run_1/m1.png
Bar = 50 um. Supply wires on this layer in gray.
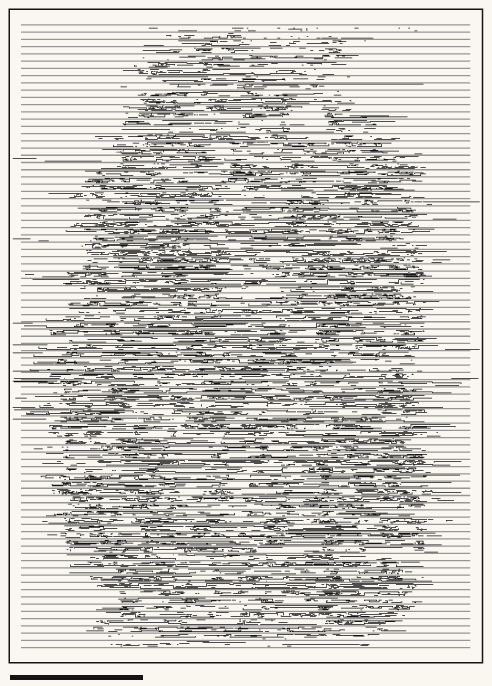
run_1/m2.png
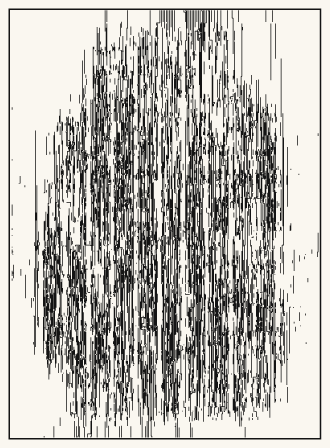
run_1/m3.png
Bar = 50 um. Cells faint in the background.
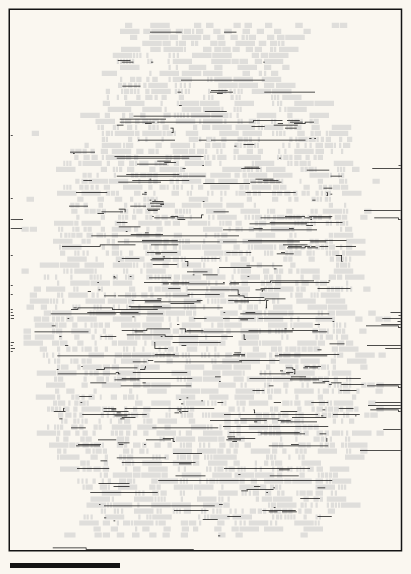
==> config.mk <==
export PLATFORM = sky130hd
export DESIGN_NAME = jt6295_seq_n
export DESIGN_NICKNAME = d
export VERILOG_FILES = /design/src/rtl/jt6295_seq_n.sv
export SDC_FILE = /design/constraint.sdc
export NUM_CORES = 1
export LEC_CHECK = 0
export ABC_CLOCK_PERIOD_IN_PS = 4400
export CORE_ASPECT_RATIO = 1.4
export CORE_MARGIN = 4
export CORE_UTILIZATION = 40
export DETAILED_ROUTE_END_ITERATION = 12
export MAX_ROUTING_LAYER = met4
export SLEW_MARGIN = 20
export SYNTH_ARGS = -nofsm -noshare
export SYNTH_HDL_FRONTEND = slang
export SYNTH_SLANG_ARGS = --single-unit
==> constraint.sdc <==
create_clock -name clk -period 4.4 [get_ports clk]
set_input_delay 1.1 -clock clk [delete_from_list [all_inputs] [get_ports clk]]
set_output_delay 1.1 -clock clk [all_outputs]
set_load 0.01 [all_outputs]
==> src/rtl/jt6295_seq_n.sv <==
// jt6295_seq_n: N-voice ADPCM sequencer.
// A slot counter walks the voices round-robin and shares one ROM port among them.
// On each slot the current voice's byte is fetched, one nibble is forwarded to the
// decoder pipe, and that voice's nibble counter is advanced.
// A slot whose voice is playing waits for rom_ok before it advances.
module jt6295_seq_n #(
  parameter  int CH  = 4,
  parameter  int AW  = 18,
  parameter  int ATW = 4,
  localparam int CHW = $clog2(CH)
) (
  input  logic           clk,
  input  logic           rst_n,
  input  logic           cen,
  input  logic [AW-1:0]  start_addr,
  input  logic [AW-1:0]  stop_addr,
  input  logic [ATW-1:0] att,
  input  logic           loop,
  input  logic [CH-1:0]  start,
  input  logic [CH-1:0]  stop,
  output logic [CH-1:0]  ack,
  output logic [CH-1:0]  busy,
  output logic           zero,
  output logic [AW-1:0]  rom_addr,
  output logic           rom_cs,
  input  logic [7:0]     rom_data,
  input  logic           rom_ok,
  output logic           pipe_stb,
  output logic [CHW-1:0] pipe_ch,
  output logic           pipe_en,
  output logic [ATW-1:0] pipe_att,
  output logic [3:0]     pipe_data
);

  logic [CHW-1:0] slot_reg;
  logic [CHW-1:0] slot_next;
  logic           adv;

  // Per-voice state gathered into slot-indexed views for the shared datapath
  logic [AW:0]    cnt_arr [CH];
  logic [ATW-1:0] att_arr [CH];
  logic [CH-1:0]  busy_vec;
  logic [CH-1:0]  ack_vec;
  logic [AW:0]    cur_cnt;

  assign cur_cnt  = cnt_arr[slot_reg];
  assign rom_addr = cur_cnt[AW:1];
  assign rom_cs   = busy_vec[slot_reg];
  assign zero     = (slot_reg == '0);
  // An idle slot never needs ROM data, so it advances without waiting for rom_ok
  assign adv      = cen & (rom_ok | ~rom_cs);
  assign busy     = busy_vec;
  assign ack      = ack_vec;

  // Next slot: wrap after the last voice (CH need not be a power of two)
  always_comb begin
    slot_next = slot_reg;
    if (slot_reg == CHW'(CH - 1)) slot_next = '0;
    else                          slot_next = slot_reg + 1'b1;
  end

  // Slot counter moves only on an advancing enable; a stall freezes it
  always_ff @(posedge clk or negedge rst_n) begin
    if (!rst_n)   slot_reg <= '0;
    else if (adv) slot_reg <= slot_next;
  end

  genvar gi;
  generate
    for (gi = 0; gi < CH; gi++) begin : g_voice
      logic [AW:0]    cnt_reg;
      logic [AW-1:0]  stop_reg;
      logic [AW-1:0]  lp_reg;
      logic [ATW-1:0] att_reg;
      logic           loop_reg;
      logic           busy_reg;
      logic           ack_reg;
      logic           sel;
      logic           at_end;

      assign sel    = adv && (slot_reg == CHW'(gi));
      // Last nibble is the low nibble of the stop byte
      assign at_end = (cnt_reg == {stop_reg, 1'b1});

      assign cnt_arr[gi]  = cnt_reg;
      assign att_arr[gi]  = att_reg;
      assign busy_vec[gi] = busy_reg;
      assign ack_vec[gi]  = ack_reg;

      // Voice update on its own slot: stop beats start, start beats playback
      always_ff @(posedge clk or negedge rst_n) begin
        if (!rst_n) begin
          cnt_reg  <= '0;
          stop_reg <= '0;
          lp_reg   <= '0;
          att_reg  <= '0;
          loop_reg <= 1'b0;
          busy_reg <= 1'b0;
          ack_reg  <= 1'b0;
        end else begin
          ack_reg <= sel & (start[gi] | stop[gi]);
          if (sel) begin
            if (start[gi]) begin
              // Parameters load even when a simultaneous stop keeps the voice idle
              cnt_reg  <= {start_addr, 1'b0};
              stop_reg <= stop_addr;
              lp_reg   <= start_addr;
              att_reg  <= att;
              loop_reg <= loop;
            end
            if (stop[gi]) begin
              busy_reg <= 1'b0;
            end else if (start[gi]) begin
              busy_reg <= 1'b1;
            end else if (busy_reg && at_end) begin
              if (loop_reg) cnt_reg  <= {lp_reg, 1'b0};
              else          busy_reg <= 1'b0;
            end else if (busy_reg) begin
              // Counter is AW+1 wide so playback wraps past the top of ROM
              cnt_reg <= cnt_reg + 1'b1;
            end
          end
        end
      end
    end
  endgenerate

  // Pipe entry for the slot just served, built from its pre-update state
  always_ff @(posedge clk or negedge rst_n) begin
    if (!rst_n) begin
      pipe_stb  <= 1'b0;
      pipe_ch   <= '0;
      pipe_en   <= 1'b0;
      pipe_att  <= '0;
      pipe_data <= '0;
    end else if (adv) begin
      pipe_stb  <= 1'b1;
      pipe_ch   <= slot_reg;
      pipe_en   <= busy_vec[slot_reg];
      pipe_att  <= att_arr[slot_reg];
      pipe_data <= cur_cnt[0] ? rom_data[3:0] : rom_data[7:4];
    end else begin
      pipe_stb  <= 1'b0;
    end
  end

endmodule

==> impl_metrics.tcl, run 1 <==
# collected from the flow reports
set metrics [dict create \
    status "completed" \
    antenna_found_initial 1 \
    syn_to_final_growth_pct 14.4 \
    post-place-ws_ns 0.834 \
    ios 101 \
    irDropWorstVdd_mv 0.376 \
    yosysMostFrequentCell "nand2_1" \
    power_mw 13.0 \
    yosys-stat-area_um2 16000 \
    top_power_group "sequential cells" \
    clk_path_buf_depth 3 \
    crit_path_end_kind "output pin" \
    rr_worst_depth 7 \
    numCtsBuffers 29 \
    hold_class "in2async" \
    aoi_share 0.140 \
    wl_met3_um 4120 \
    rsz0062_at_grt "false" \
    grt_pass1_wl_um 89900 \
    slew_violations 0 \
    synth_flop_count 262 \
    cts_setup_buffers 0 \
    netlist_instances 1930 \
    yosysUniqueCellTypes 69 \
    nWellTaps 528 \
    p_seq_frac 0.405 \
    dp_hpwl_um 40800 \
    drive_above_1_share 0.0783 \
    io_buffers 100 \
    met1Wirelength_um 23000 \
    post_cts_resized 0 \
    synth-edff-count 0 \
    largest_register_ffs 76 \
    swShare 0.421 \
    synth_top_flop_cell "dfrtp_1" \
    cp.required_ns 3.30 \
    die_h_um 245 \
    reg2reg_slack_ns 1.10 \
    synth_area_um2 16000 \
    ff_count 262 \
    dr.max_layer_used "met4" \
    inv_count 24 \
    drc 0 \
    xor_share 0.0666 \
    root_buffer "clkbuf_16" \
    setup_ws_ns 0.518 \
    sh_comb_area 0.471 \
    gr-max-usage-layer "met2" \
    p_switching_mw 5.46 \
    grt_max_degree 87 \
    buf_share 0.0754 \
    max_slew_margin 0.299 \
    internal-power_mw 7.50 \
    avgSynthCellArea_um2 8.31 \
    pg_comb_mw 5.06 \
    top_cells_by_area "dfrtp_1 (41%), nand2_1 (14%), mux2i_1 (4.7%), xor2_1 (4.0%), mux4_2 (3.4%)" \
    max_freq_mhz 258 \
    ys_seq_share 0.409 \
    core_area_um2 39500 \
    tritoncts "built" \
    first_pass_iters 7 \
    sh_seq_area 0.357 \
    cp-startpoint "slot_reg[0]" \
    worstMarginPinSlew_ns 1.05 \
    arrival_ns 2.78 \
    htreeDepth 1 \
]
About m1.png:
1815 nets have wire on it. The longest straight run is 64.9 um. The layer carries 23.0 mm of wire. The wires run mostly horizontal. The layer holds 39% of the routed length.
final WL: 59100 um
met1 usage: 0.345
total number of vias: 14665

About m2.png:
1543 nets have wire on it. The longest straight run is 124 um.

About m3.png:
The longest straight run is 82.6 um. The layer carries 4120 um of wire. The layer holds 7.0% of the routed length.
GR Util met3: 0.0310

## run 1: layout by cell type (no fill, tap or decap), drive strengths merged, types with 8 or more instances in the layout
cell type,instances
clkdlybuf4s50,99
inv,24
mux2i,75
and3,25
ha,8
clkinv,9
a22oi,16
a21o,13
mux2,13
nor4,22
a221o,10
nand2b,11
o211ai,25
xnor2,49
a21oi,73
mux4,24
o22ai,31
dfrtp,262
nor3,24
a211o,16
nand4,31
a31oi,19
nor2,73
clkbuf,39
buf,43
nand2,591
nor2b,17
nand3,54
and2,10
xor2,73
o21ai,84
## run 1: critical path, stage by stage (launching register included)
cell and delay (ns):
dfrtp_2 0.78, buf_4 0.33, mux4_2 0.57, clkdlybuf4s50_1 0.52
==> run 1 -> run 2 <==
--- a/constraint.sdc
+++ b/constraint.sdc
@@ -3,2 +3,2 @@
 set_output_delay 1.1 -clock clk [all_outputs]
-set_load 0.01 [all_outputs]
+set_load 0.1 [all_outputs]
==> impl_metrics.tcl, run 2 <==
# collected from the flow reports
set metrics [dict create \
    cpMostUsedCell "buf_4" \
    status "completed" \
    htreeDepth 1 \
    worstMarginPinSlew_ns 1.07 \
    dp_hpwl_um 41800 \
    top_cells_by_area "dfrtp_1 (41%), nand2_1 (14%), mux2i_1 (4.7%), xor2_1 (4.0%), mux4_2 (3.4%)" \
    io_buffers 100 \
    post-place-ws_ns 0.898 \
    yosysMostFrequentCell "nand2_1" \
    cts_setup_buffers 0 \
    synth_area_um2 16000 \
    largest_register_ffs 76 \
    setup_ws_ns 0.971 \
    tritoncts "built" \
    p_seq_frac 0.361 \
    ios 101 \
    antenna_found_initial 1 \
    die_h_um 245 \
    rsz0062_at_grt "false" \
    internal-power_mw 7.36 \
    swShare 0.491 \
    ys_seq_share 0.409 \
    core_area_um2 39500 \
    cp-startpoint "slot_reg[0]" \
    max_freq_mhz 292 \
    drc 0 \
    numCtsBuffers 29 \
    root_buffer "clkbuf_16" \
    max_slew_margin 0.284 \
    hold_class "in2async" \
    post_cts_resized 0 \
    grt_max_degree 72 \
    top_power_group "combinational cells" \
    clk_path_buf_depth 3 \
    mostFrequentLayoutCells "nand2_1 (590), dfrtp_1 (261), o21ai_0 (80)" \
    power_mw 14.5 \
    irDropWorstVdd_mv 0.835 \
    netlist_instances 1930 \
    synth_flop_count 262 \
    layout_top_cell "nand2_1" \
    synth-edff-count 0 \
    arrival_ns 2.33 \
    worst-path-buf-inv 2 \
    grt_pass1_wl_um 90100 \
    crit_path_end_kind "output pin" \
    syn_to_final_growth_pct 14.0 \
    slew_violations 0 \
    pg_comb_mw 6.68 \
    drive_above_1_share 0.0948 \
    yosysUniqueCellTypes 69 \
    xor_share 0.0666 \
    cp.required_ns 3.30 \
]
run 2: cell count changes in the layout (fill, tap and decap cells not counted), sizes merged:
cell           before  now
buf                43   76
bufinv              4    3
clkdlybuf4s50      99   75
clkinv              9   13
clkinvlp            1    0
inv                24   22
run 2: layout make-up:
type / instances / share of cell area
clock buffer: 39 / 0.0450
clock inverter: 14 / 0.00896
inverter: 24 / 0.00493
multi-input combinational: 1461 / 0.472
sequential: 262 / 0.359
tap: 528 / 0.0361
timing repair buffer: 151 / 0.0740
run 2: routing by layer:
layer,global-route usage,vias to the layer above,routed length (um)
met4,0.164,0,4220
met2,0.438,682,28400
li1,-,6606,-
met5,-,-,0
met1,0.341,7150,22700
met3,0.0413,209,4610
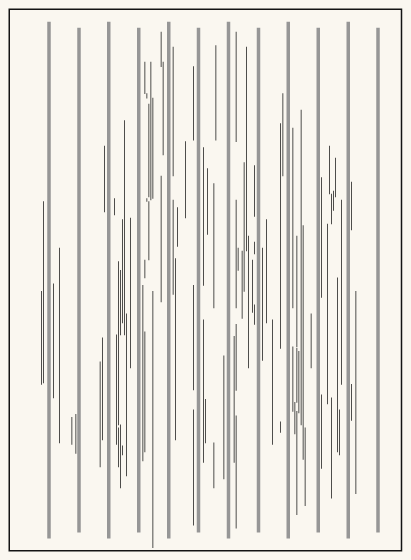
run_2/m4.png
Supply wires on this layer in gray.
65 nets have wire on it. The wires run mostly vertical.
final WL: 59900 um
total number of vias: 14647

==> run 2 -> run 3 <==
ABC_CLOCK_PERIOD_IN_PS = 2750   (was 4400)
clock period = 2.75 ns   (was 4.4 ns; I/O delays follow)
==> impl_metrics.tcl, run 3 <==
# collected from the flow reports
set metrics [dict create \
    synth_flop_count 262 \
    worst-path-buf-inv 3 \
    synth_top_flop_cell "dfrtp_1" \
    post-place-ws_ns -0.0663 \
    routed_wl_um 63900 \
    post_cts_resized 2 \
    vias 15342 \
    ys_seq_share 0.409 \
    grt_pass1_wl_um 95500 \
    rsz0062_at_grt "true" \
    max_freq_mhz 368 \
    core_area_um2 39500 \
    irDropWorstVdd_mv 0.872 \
    logic_gate_count 1461 \
    arrival_ns 2.03 \
    htreeDepth 1 \
    cp_slowest_cell "mux4_2" \
    tritoncts "built" \
    io_buffers 100 \
    status "completed" \
    ios 101 \
    drc 0 \
    crit_chain "buf_4 > buf_6 > mux4_2 > buf_12" \
    nWellTaps 528 \
    cts_setup_buffers 0 \
    inv_count 24 \
    root_buffer "clkbuf_16" \
    yosysMostFrequentCell "nand2_1" \
    first_pass_iters 5 \
    buf_share 0.142 \
    cp-startpoint "slot_reg[1]" \
    dp_hpwl_um 46700 \
    max_slew_margin 0.415 \
    power_mw 25.0 \
    buffers 277 \
    grt_max_degree 72 \
    rr_worst_depth 7 \
    clk_path_buf_depth 3 \
    largest_register_ffs 76 \
    numCtsBuffers 28 \
    slew_violations 0 \
]
## run 3: kinds of logic (layout without fill, tap and decap cells)
family          after synthesis  in the layout  share of synthesized area
simple gates                878            878                      0.235
compound gates              341            341                      0.140
flops                       262            262                      0.409
buf+inv                     207            351                     0.0541
xor+xnor                    122            122                     0.0666
mux                         112            112                     0.0896
fa+ha+maj                     8              8                    0.00624
other cells                   0              2                          0
## run 3: where the power goes
part	total [mW]	switching [mW]	internal, mW	leakage (nW)
Clock	4.04	1.66	2.37	0.474
Sequential	7.43	1.83	5.61	3.24
Combinational	13.6	8.36	5.21	5.30
Total	25.0	11.8	13.2	9.01
## run 3: per-layer routing
layer	global-route usage	routed length, um	vias up
met3	0.0367	4250	215
met5	-	0	-
met4	0.169	4660	0
met1	0.364	24600	7534
li1	-	-	6868
met2	0.481	30400	725
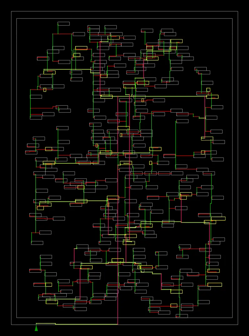
run_3/clock_nets.png
Clk power: 4.04 mW
Seq cells: 262
Clock buffer cells: 43
clock skew: 0.0111 ns
clock insertion delay at the later pin of the skew report: 0.57 ns

Power is estimated from default activity; no workload was simulated.
